==> config.mk <==
export PLATFORM = sky130hd
export DESIGN_NAME = uart_param_flat
export DESIGN_NICKNAME = d
export VERILOG_FILES = /design/src/rtl/uart_param_pkg.sv /design/src/rtl/uart_param_if.sv /design/src/rtl/uart_bit_timer.sv /design/src/rtl/uart_param.sv /design/src/flat_wrapper.sv
export SDC_FILE = /design/constraint.sdc
export NUM_CORES = 1
export LEC_CHECK = 0
export ABC_AREA = 1
export CORE_UTILIZATION = 57
export CTS_CLUSTER_DIAMETER = 150
export DETAILED_ROUTE_END_ITERATION = 7
export PLACE_DENSITY = 0.79
export SLEW_MARGIN = 20
export SYNTH_ARGS = -nofsm -noshare
export SYNTH_HDL_FRONTEND = slang
export SYNTH_SLANG_ARGS = --single-unit
export TNS_END_PERCENT = 1
==> constraint.sdc <==
create_clock -name clk -period 2 [get_ports clk]
set_input_delay 0.4 -clock clk [delete_from_list [all_inputs] [get_ports clk]]
set_output_delay 0.4 -clock clk [all_outputs]
set_load 0.005 [all_outputs]
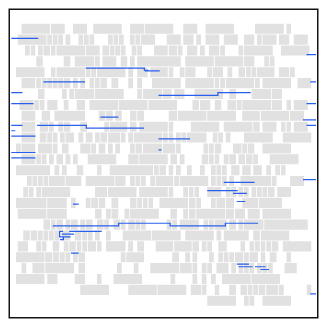
Fig. 1. M3 wires.
(4 px per um) Cells faint in the background.
share of all routed wire = 4.1%
longest straight run = 16.3 um
main direction = horizontal
nets with wire on the layer = 30
detailed-route via count: 2828
total wire length: 6.00 mm

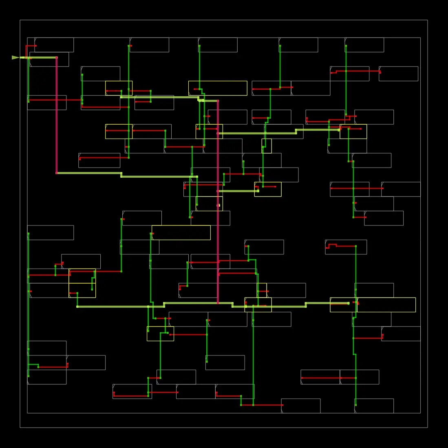
Fig. 2. Clock nets.
flop count: 66
clk_lat worst skew: 0.34 ns

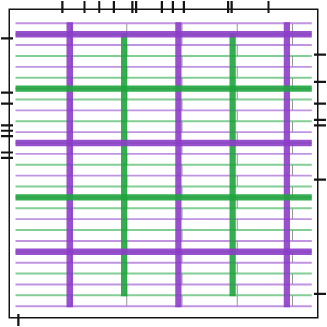
Fig. 3. PDN straps and rails.
(4 px per um) Pins as bars on the die edge. Tap cells in gray.
VDD -> green
VSS -> purple
met4 straps = 5
tap cells = 70
met5 straps = 5
Horiz. Die Dim: 76.8 um
Worst VDD drop: 0.781 mV
Die Ht: 76.8 um

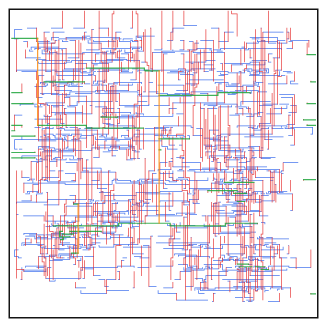
Fig. 4. Signal wires by layer.
(4 px per um)
met4 -> orange  # wire length 72.1 um
met3 -> green  # wire length 244 um
met1 -> blue  # wire length 2760 um
met2 -> red  # wire length 2920 um
GRT Util Overall: 0.221
WL/cell: 10.9 um

==> job_summary.md <==
## PnR job results

| Metric | Value |
|---|---|
| Status | `completed` |
| Crit path depth | `5` |
| Sum Neg Setup Slack | `0 ns` |
| Met2 WL | `2.92 mm` |
| Power Clock | `1380 uW` |
| Tap Count | `70` |
| Largest net degree at the start of global routing | `27` |
| Largest class | `logic gates` |
| Pint | `2830 uW` |
| Maximum root-to-sink buffer count | `2` |
| Nets at Floorplan | `~460` |
| Fmax | `0.507 GHz` |
| DR top layer | `met4` |
| RSZ-0062 raised after global routing | `true` |
| Most frequent logic cell in the layout | `nand2_1` |
| P_comb | `1230 uW` |
| Clock skew | `0.00739 ns` |
| First-pass GRT wire length | `roughly 11 mm` |
| Placed Area | `3490 um^2` |
| Init Core Util | `0.608` |
| Met1 Use GR | `0.243` |
| YS chip area | `3190 um^2` |
| Switching Share | `0.329` |
| Hold Path Cell Cnt | `1` |
| XOR/XNOR Fraction of Synth Area | `0.0275` |
| Htree depth | `3` |
| Post-route ant nets | `0` |
| Synth logic family | `simple AND/OR/NAND/NOR gates` |
| Final nets | `495` |
| Critical Path Fanout Max | `5` |
| Comb power frac | `0.292` |
| Leak Pwr | `0.00158 uW` |
| Top Family by Delay on Critical Path | `buffers and inverters` |
| Io pins | `28` |
| Max-area cell share | `0.415` |
| Final Util | `0.721` |
| Max_cap viols | `0` |
| Final clock-cell share | `0.0666` |
Power is estimated from default activity; no workload was simulated.
